**Run 1: port wiring**

The bar under the picture is 20 um long.
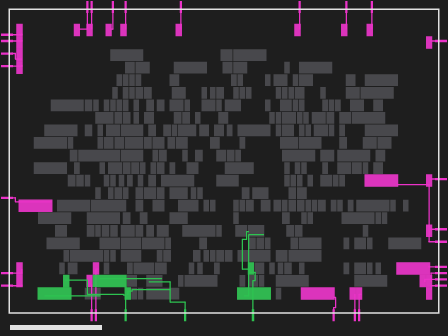
**Run 1: layout detail**

The bar under the picture is 10 um long. Window x 11 to 36, y 4 to 29 um. Cells in grey, sequential cells in the stronger grey; small squares are vias.
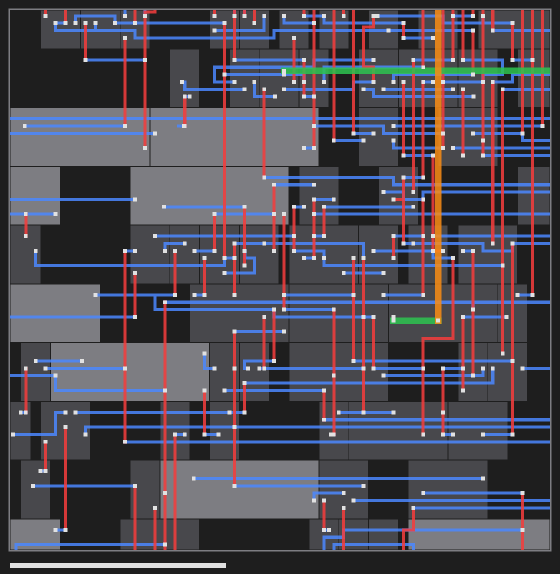
**Run 1: gate-type map**

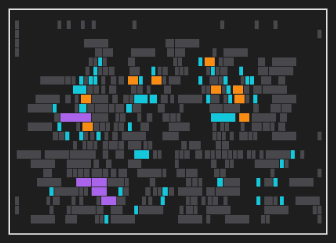
**Run 1: routing congestion**

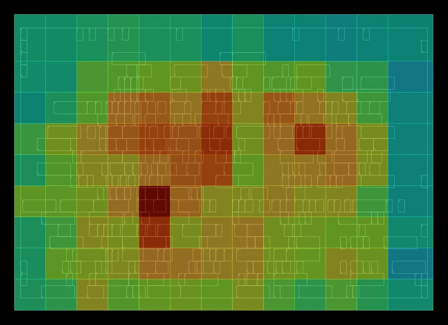
## src/rtl/hps_reset_pkg.sv

```systemverilog
// Shared types and constants for the HPS reset request generator.
// FSM state encoding, request indices and counter width.
package hps_reset_pkg;

    typedef enum logic [1:0] {
        IDLE     = 2'd0,
        ASSERT   = 2'd1,
        WAIT_RST = 2'd2,
        HOLDOFF  = 2'd3
    } state_t;

    localparam int COLD  = 0;
    localparam int WARM  = 1;
    localparam int DEBUG = 2;

    localparam int CNT_W = 16;

    typedef logic [CNT_W-1:0] cnt_t;

endpackage

```

## src/rtl/hps_reset_sync2.sv

```systemverilog
// Two-flop synchronizer for a single asynchronous level.
// Flops clear to 0 under synchronous reset.
module hps_reset_sync2 (
    input  logic clk_i,
    input  logic rst_i,
    input  logic d_i,
    output logic q_o
);

    logic [1:0] sync_q;

    // Shift the async level through two flops
    always_ff @(posedge clk_i) begin
        if (rst_i) begin
            sync_q <= 2'b00;
        end else begin
            sync_q <= {sync_q[0], d_i};
        end
    end

    assign q_o = sync_q[1];

endmodule

```

## src/rtl/hps_reset_req_gen.sv

```systemverilog
// FPGA-to-HPS reset request generator: edge-triggered cold/warm/debug
// requests, timed pulse, HPS handshake wait with timeout, and holdoff.
module hps_reset_req_gen
    import hps_reset_pkg::*;
#(
    parameter int PULSE_CYCLES   = 32,
    parameter int WAIT_CYCLES    = 65535,
    parameter int HOLDOFF_CYCLES = 1024
) (
    input  logic        clk_clk,
    input  logic        reset_reset,
    input  logic [2:0]  req_source,
    input  logic        h2f_reset_n,
    output logic        f2h_cold_reset_req_n,
    output logic        f2h_warm_reset_req_n,
    output logic        f2h_debug_reset_req_n,
    output logic        busy,
    output logic        timeout,
    output logic [27:0] stm_hwevents
);

    localparam cnt_t PULSE_LD = cnt_t'(PULSE_CYCLES - 1);
    localparam cnt_t WAIT_LD  = cnt_t'(WAIT_CYCLES - 1);
    localparam cnt_t HOLD_LD  = cnt_t'(HOLDOFF_CYCLES - 1);

    logic       h2f_sync;
    logic [2:0] req_dly_q;
    logic [2:0] pend_q;
    logic [2:0] pend_d;
    logic [2:0] rise;
    logic [2:0] clr;
    logic [2:0] sel_oh;

    state_t     state_q;
    cnt_t       cnt_q;
    logic       dbg_q;
    logic       low_seen_q;
    logic [2:0] req_n_q;
    logic       busy_q;
    logic       timeout_q;
    logic [3:0] ev_q;

    hps_reset_sync2 u_sync (
        .clk_i (clk_clk),
        .rst_i (reset_reset),
        .d_i   (h2f_reset_n),
        .q_o   (h2f_sync)
    );

    // Priority select of the pending request and the flags it clears
    always_comb begin
        rise   = req_source & ~req_dly_q;
        sel_oh = 3'b000;
        clr    = 3'b000;
        if (state_q == IDLE) begin
            if (pend_q[COLD]) begin
                sel_oh = 3'b001;
                clr    = 3'b111;
            end else if (pend_q[WARM]) begin
                sel_oh = 3'b010;
                clr    = 3'b111;
            end else if (pend_q[DEBUG]) begin
                sel_oh = 3'b100;
                clr    = 3'b100;
            end
        end
        // A new edge in the clearing cycle survives
        pend_d = (pend_q & ~clr) | rise;
    end

    // Edge detector delay and pending flags
    always_ff @(posedge clk_clk) begin
        req_dly_q <= req_source;
        if (reset_reset) begin
            pend_q <= 3'b000;
        end else begin
            pend_q <= pend_d;
        end
    end

    // Request FSM with shared down-counter and registered outputs
    always_ff @(posedge clk_clk) begin
        if (reset_reset) begin
            state_q    <= IDLE;
            cnt_q      <= '0;
            dbg_q      <= 1'b0;
            low_seen_q <= 1'b0;
            req_n_q    <= 3'b111;
            busy_q     <= 1'b0;
            timeout_q  <= 1'b0;
            ev_q       <= 4'b0000;
        end else begin
            ev_q <= 4'b0000;
            unique case (state_q)
                IDLE: begin
                    if (sel_oh != 3'b000) begin
                        state_q <= ASSERT;
                        cnt_q   <= PULSE_LD;
                        dbg_q   <= sel_oh[DEBUG];
                        req_n_q <= ~sel_oh;
                        ev_q    <= {1'b0, sel_oh};
                        busy_q  <= 1'b1;
                    end
                end
                ASSERT: begin
                    if (cnt_q == '0) begin
                        req_n_q    <= 3'b111;
                        low_seen_q <= 1'b0;
                        if (dbg_q) begin
                            state_q <= HOLDOFF;
                            cnt_q   <= HOLD_LD;
                        end else begin
                            state_q <= WAIT_RST;
                            cnt_q   <= WAIT_LD;
                        end
                    end else begin
                        cnt_q <= cnt_q - 1'b1;
                    end
                end
                WAIT_RST: begin
                    if (low_seen_q && h2f_sync) begin
                        state_q <= HOLDOFF;
                        cnt_q   <= HOLD_LD;
                    end else begin
                        if (!h2f_sync) begin
                            low_seen_q <= 1'b1;
                        end
                        if (cnt_q == '0) begin
                            state_q   <= HOLDOFF;
                            cnt_q     <= HOLD_LD;
                            timeout_q <= 1'b1;
                            ev_q[3]   <= 1'b1;
                        end else begin
                            cnt_q <= cnt_q - 1'b1;
                        end
                    end
                end
                HOLDOFF: begin
                    if (cnt_q == '0) begin
                        state_q <= IDLE;
                        busy_q  <= 1'b0;
                    end else begin
                        cnt_q <= cnt_q - 1'b1;
                    end
                end
                default: begin
                    state_q <= IDLE;
                end
            endcase
        end
    end

    assign f2h_cold_reset_req_n  = req_n_q[COLD];
    assign f2h_warm_reset_req_n  = req_n_q[WARM];
    assign f2h_debug_reset_req_n = req_n_q[DEBUG];
    assign busy                  = busy_q;
    assign timeout               = timeout_q;
    assign stm_hwevents          = {24'h000000, ev_q};

endmodule

```

## config.mk

```make
export PLATFORM = sky130hd
export DESIGN_NAME = hps_reset_req_gen
export DESIGN_NICKNAME = d
export VERILOG_FILES = /design/src/rtl/hps_reset_pkg.sv /design/src/rtl/hps_reset_sync2.sv /design/src/rtl/hps_reset_req_gen.sv
export SDC_FILE = /design/constraint.sdc
export NUM_CORES = 1
export LEC_CHECK = 0
export ABC_AREA = 1
export CORE_ASPECT_RATIO = 0.7
export CORE_UTILIZATION = 40
export CTS_CLUSTER_SIZE = 30
export DETAILED_ROUTE_END_ITERATION = 10
export DONT_BUFFER_PORTS = 1
export GPL_ROUTABILITY_DRIVEN = 0
export PLACE_DENSITY = 0.54
export SLEW_MARGIN = 15
export SYNTH_ARGS = -nofsm -noshare
export SYNTH_HDL_FRONTEND = slang
export SYNTH_SLANG_ARGS = --single-unit
```

## constraint.sdc

```tcl
create_clock -name clk_clk -period 2 [get_ports clk_clk]
set_input_delay 0.2 -clock clk_clk [delete_from_list [all_inputs] [get_ports clk_clk]]
set_output_delay 0.2 -clock clk_clk [all_outputs]
set_load 0.01 [all_outputs]
```

==> run notes, run 1 <==
yosys + openroad results -> # clock sinks 37, RSZ-0062 raised after global routing false, outcome finished clean, Die X-Extent 92.78 um, Die Height 65.54 um, Port Buffer Count 0, P_comb 2460 uW, Dominant flop cell dfxtp_1, H-tree depth 2, max-cap viol count 0, Final Non-Filler Cells 408, Slew Viols, Final 0, ANT nets after route 0, post-synth cell types 33, sequential group power 1090 uW, Hold/Removal Path Class input pin to flip-flop, maximum vdd drop 0.7899 mV, Die ar. 6080 um2, routed vias 1,981, clock buffer depth 2, Final Critical Period 1.876 ns, Logic pwr share 60.1%, clock-pin slew on the worst setup and hold paths 0.07 ns, Int Power 2064 uW, largest net degree at the start of global routing 21, DP Cell Count 393, area leader, netlist dfxtp_1, r2r setup slk 0.12 ns, worst skew pair latency 0.29 ns
Back to the opening pictures, 'port wiring':
[`stm_hwevents`] magenta | direction: output | end cells: 28 | buffers: 0 | wire: 119 um
[`req_source`] green | direction: input | end cells: 6 | buffers: 3 | wire: 109 um

Back to the opening pictures, 'layout detail':
[M4] orange
[M1] blue
[M3] green
[M2] red
netlist names of flops here include: `cnt_q` (2), `pend_q` (2), `state_q` (2)
cells with their middle in the window: 61
most frequent: inv_1 (10)
sequential cells in the window: 7

Back to the opening pictures, 'gate-type map':
[xor and xnor cells] orange | cells: 9 | most used: xor2_1
[fa/ha/maj cells] purple | cells: 5 | most used: ha_1 | where: bottom left
[nor cells] cyan | cells: 44 | most used: nor2_1

Back to the opening pictures, 'routing congestion':
M1 GR Usage: 29.99%
wire length per cell: 13.72 um
gr usage total: 19.43%

==> run 1: worst paths after layout <==
kind | to | cells past startpoint
hold reg to reg | u_sync.sync_q[1]$_SDFF_PP0_ | 2
setup / recovery | cnt_q[7]$_SDFFE_PP0P_ | 11
hold / removal | u_sync.sync_q[0]$_SDFF_PP0_ | 2
setup reg to reg | cnt_q[7]$_SDFFE_PP0P_ | 11
==> run 1: cell usage in the layout, fill, tap and decap left out, types with 3 or more instances in the layout <==
master          n
xnor2_1         3
nand2_1        54
nand2_4         4
ha_1            4
nand3_1        23
a21oi_2         9
dlygate4sd3_1   4
buf_4           6
inv_1          41
o21ai_0        15
dfxtp_1        36
nand3b_1        3
conb_1         24
o22ai_1         3
nand4_1         5
nor2_1         35
nand2_2        12
clkbuf_8        6
o211ai_1        5
nor3_1          3
xor2_1          6
a21oi_1        16
==> run 1: routing by layer <==
| layer | vias to the layer above | global-route usage [%] | wire (um) |
|---|---|---|---|
| li1 | 1013 | - | - |
| met1 | 908 | 29.99 | 3028 |
| met2 | 53 | 26.10 | 2181 |
| met3 | 7 | 4.514 | 328 |
| met4 | 0 | 5.385 | 59 |
| met5 | - | 0 | 0 |
==> run 1: synth_stat cells (all sizes together) (3+ instances only) <==
library cell,number
o21ai,15
ha,5
dfxtp,37
nand2,70
buf,29
nor3,3
a21oi,25
nand4,5
xor2,6
nand3,25
nor2,40
clkbuf,3
o211ai,5
xnor2,3
o22ai,3
nand3b,3
inv,44
==> run 1: state kept, by name (all words and copies together) (netlist names), 2 cells and up <==
name           count
ev_q               4
u_sync.sync_q      2
req_dly_q          3
pend_q             3
req_n_q            3
cnt_q             16
state_q            2
==> run 1: kinds of logic after synthesis <==
| kind of cell | Yosys count | share of synthesized area, % |
|---|---|---|
| buf+inv | 76 | 17.35 |
| simple gates | 148 | 30.97 |
| flops | 37 | 32.10 |
| other cells | 1 | 0.1625 |
| compound gates | 50 | 13.29 |
| fa+ha+maj | 5 | 2.711 |
| xor+xnor | 9 | 3.417 |
==> run 1: stage by stage <==
stage          total power [uW]  cell area [um2]  setup slack [ns]  utilization (%)
2_1_floorplan              2878             2394            0.3637                -
3_3_place_gp               3338             2291           0.05441            42.46
3_5_place_dp               3300             2291           0.08076            42.46
4_1_cts                    3868             2417           0.05591            44.81
5_1_grt                    4441             2490          0.004906            46.15
6_report                   4095             2490            0.1245            46.15
==> run 1: worst max-delay path, cell delays in order, from the launching register on <==
cell and delay [ns]:
dfxtp_2 0.34, inv_2 0.08, ha_4 0.15, nand2_4 0.08, nor2_4 0.15, nand2_4 0.09
nor2_8 0.17, nand3_4 0.13, nand2_4 0.16, clkinvlp_4 0.18, nand3_1 0.14, a21oi_2 0.05
==> run 1: area by class of cell <==
type,instances,area (um2),share of cell area (%)
inverter,44,168.9,6.784
clock buffer,7,86.33,3.467
sequential,37,742.0,29.80
tap,72,90.09,3.618
timing repair inverter,1,7.507,0.3015
timing repair buffer,11,105.1,4.221
multi-input combinational,236,1290,51.81
==> run 1: repair_timing <==
item,CTS,global route
hold buffers,4,0
setup endpoints to repair,0,12
resized,0,13
buffers inserted,0,3
endpoints found under the hold margin,23,0
==> inputs of run 2 (changes only) <==
- TNS_END_PERCENT: default -> 10
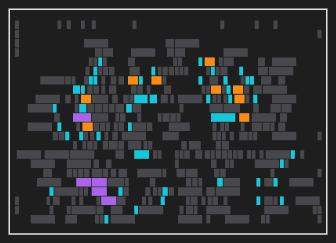
**Above:** run 2 (gate-type map).
[fa/ha/maj cells] purple | cells: 5 | most used: ha_1 | where: bottom left
[xor and xnor cells] orange | cells: 9 | most used: xor2_1
[nor cells] cyan | cells: 44 | most used: nor2_1
Final Non-Filler Cells: 406
dominant logic cell type in the layout: nand2_1
multi-input combinational area share: 51.61%

==> run notes, run 2 <==
yosys + openroad results -> aoi share 13.29% (unchanged), slowest cell delay on critical path 0.33 ns (was 0.34 ns), Die X-Extent 92.78 um (unchanged), GR Util met3 4.514% (unchanged), Worst Setup Slack, final 0.07872 ns (was 0.1245 ns), fraction of the mapped netlist area in adder cells 2.711% (unchanged), r2r setup slk 0.08 ns (was 0.12 ns), Slew Viols, Final 0 (unchanged), Die Height 65.54 um (unchanged), routed vias 1,993 (was 1,981), Hold Path Sink u_sync.sync_q[0]$_SDFF_PP0_ (unchanged), DP Cell Count 393 (unchanged), max FFs per register 16 (unchanged), crit-path cells inv_1 > ha_2 > nand2_2 > nor2_4 > nand2_4 > nor2_8 > nand3_4 > nand2_4 > clkinvlp_4 > nand3_1 > a21oi_2 (was inv_2 > ha_4 > nand2_4 > nor2_4 > nand2_4 > nor2_8 > nand3_4 > nand2_4 > clkinvlp_4 > nand3_1 > a21oi_2), xor+xnor area frac 3.416% (unchanged), maximum vdd drop 0.7371 mV (was 0.7899 mV), most flop-heavy register cnt_q (unchanged), Place WS 0.08076 ns (unchanged), # clock sinks 37 (unchanged), post-synth cell types 33 (unchanged), Final Critical Period 1.921 ns (was 1.876 ns), grt peak-use layer met1 (unchanged), top-count cell post-synth nand2_1 (unchanged), CP max stage cell dfxtp_1 (was dfxtp_2), largest net degree at the start of global routing 21 (unchanged), WHS Path Cells 2 (unchanged), Simple Share, Synth 30.97% (unchanged), Multiplexer share 0% (unchanged), clock buffer depth 2 (unchanged), outcome finished clean (unchanged), RSZ-0062 raised after global routing true (was false), Die ar. 6080 um2 (unchanged), Worst R2R End cnt_q[8]$_SDFFE_PP0P_ (was cnt_q[7]$_SDFFE_PP0P_), Top Registers cnt_q (16), ev_q (4) (unchanged), global-route met2 utilization 26.10% (unchanged), worst skew pair latency 0.29 ns (about the same), clock-pin slew on the worst setup and hold paths 0.07 ns (about the same), Logic family by area simple AND/OR/NAND/NOR gates (unchanged), gr usage total 19.43% (unchanged), ANT nets after route 0 (unchanged), top cells by count nand2_1 (56), inv_1 (44), dfxtp_1 (37) (unchanged), Worst R2R Path Depth 11 (unchanged), max-cap viol count 0 (unchanged), H-tree depth 2 (unchanged)
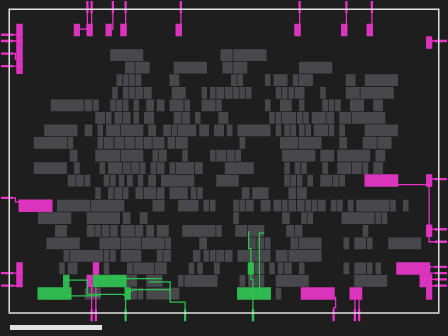
**Above:** run 2 (port wiring).
The bar under the picture is 20 um long.
[`stm_hwevents`] magenta | direction: output | end cells: 28 | buffers: 0 | wire: 119 um
[`req_source`] green | direction: input | end cells: 6 | buffers: 3 | wire: 106 um
I/O pins: 39
Port Buffer Count: 0

[run 2: how the worst max path moves through the flow]
| stage | startpoint | endpoint | slack [ns] | cells after the start |
|---|---|---|---|---|
| final | cnt_q[0]$_SDFFE_PP0P_ | cnt_q[8]$_SDFFE_PP0P_ | 0.08 | 11 |
| after global routing | cnt_q[0]$_SDFFE_PP0P_ | cnt_q[9]$_SDFFE_PP0P_ | -0.07 | 13 |
| after CTS | state_q[0]$_SDFFE_PP0P_ | req_n_q[1]$_SDFFE_PP1P_ | 0.06 | 7 |
| after detailed placement | state_q[0]$_SDFFE_PP0P_ | req_n_q[1]$_SDFFE_PP1P_ | 0.08 | 7 |
| after global placement | state_q[0]$_SDFFE_PP0P_ | req_n_q[1]$_SDFFE_PP1P_ | 0.05 | 7 |
| after floorplan | cnt_q[0]$_SDFFE_PP0P_ | cnt_q[7]$_SDFFE_PP0P_ | 0.36 | 12 |
[run 2: cell type report]
cell class | count | area, um2 | area share [%]
Sequential cell | 37 | 740.7 | 30.28
Timing Repair inverter | 1 | 7.507 | 0.3069
Timing Repair Buffer | 9 | 90.09 | 3.683
Inverter | 44 | 168.9 | 6.905
Multi-Input combinational cell | 236 | 1262 | 51.61
Clock buffer | 7 | 86.33 | 3.529
Tap cell | 72 | 90.09 | 3.683
[run 2: cell families (layout without fill, tap and decap cells)]
logic type | count (synthesis) | in the layout
buffers and inverters | 76 | 61
xor gates and xnor gates | 9 | 9
DFF | 37 | 37
adders and majority gates | 5 | 5
other | 1 | 24
and+or+nand+nor | 148 | 148
AOI/OAI and AO/OA | 50 | 50
[run 2: metrics by stage]
stage                     instance area (um2)  hold WS [ns]  power (uW)  util, %
final                                    2446      0.009616        3971    45.34
after global routing                     2446       0.01320        4327    45.34
after CTS                                2417      0.008744        3868    44.81
after detailed placement                 2291        0.2278        3300    42.46
after global placement                   2291        0.2278        3338    42.46
after floorplan                          2394        0.2277        2878        -
[run 2: repair_timing]
action,in CTS,in global routing
setup endpoints to repair,0,12
hold buffers,4,0
gates resized,0,6
endpoints found under the hold margin,23,0
setup buffers,0,1
[run 2: per-layer routing]
metal / part of all wire, % / vias up
li1: - / 1009
met3: 6.6 / 7
met2: 38 / 76
met1: 54 / 901
met5: 0 / -
met4: 1.1 / 0
[run 2: power by group]
group / switching [uW] / internal (uW)
Sequential: 175 / 903
Clock: 271 / 274
Combinational: 1520 / 825
Total: 1970 / 2000
[run 2: critical path: cells and delay by family (launching register included)]
kind	cells	cell delay [ns]
and+or+nand+nor	7	0.91
DFF	1	0.33
buffers and inverters	2	0.27
adders and majority gates	1	0.21
AOI/OAI and AO/OA	1	0.05
Power is estimated from default activity; no workload was simulated.
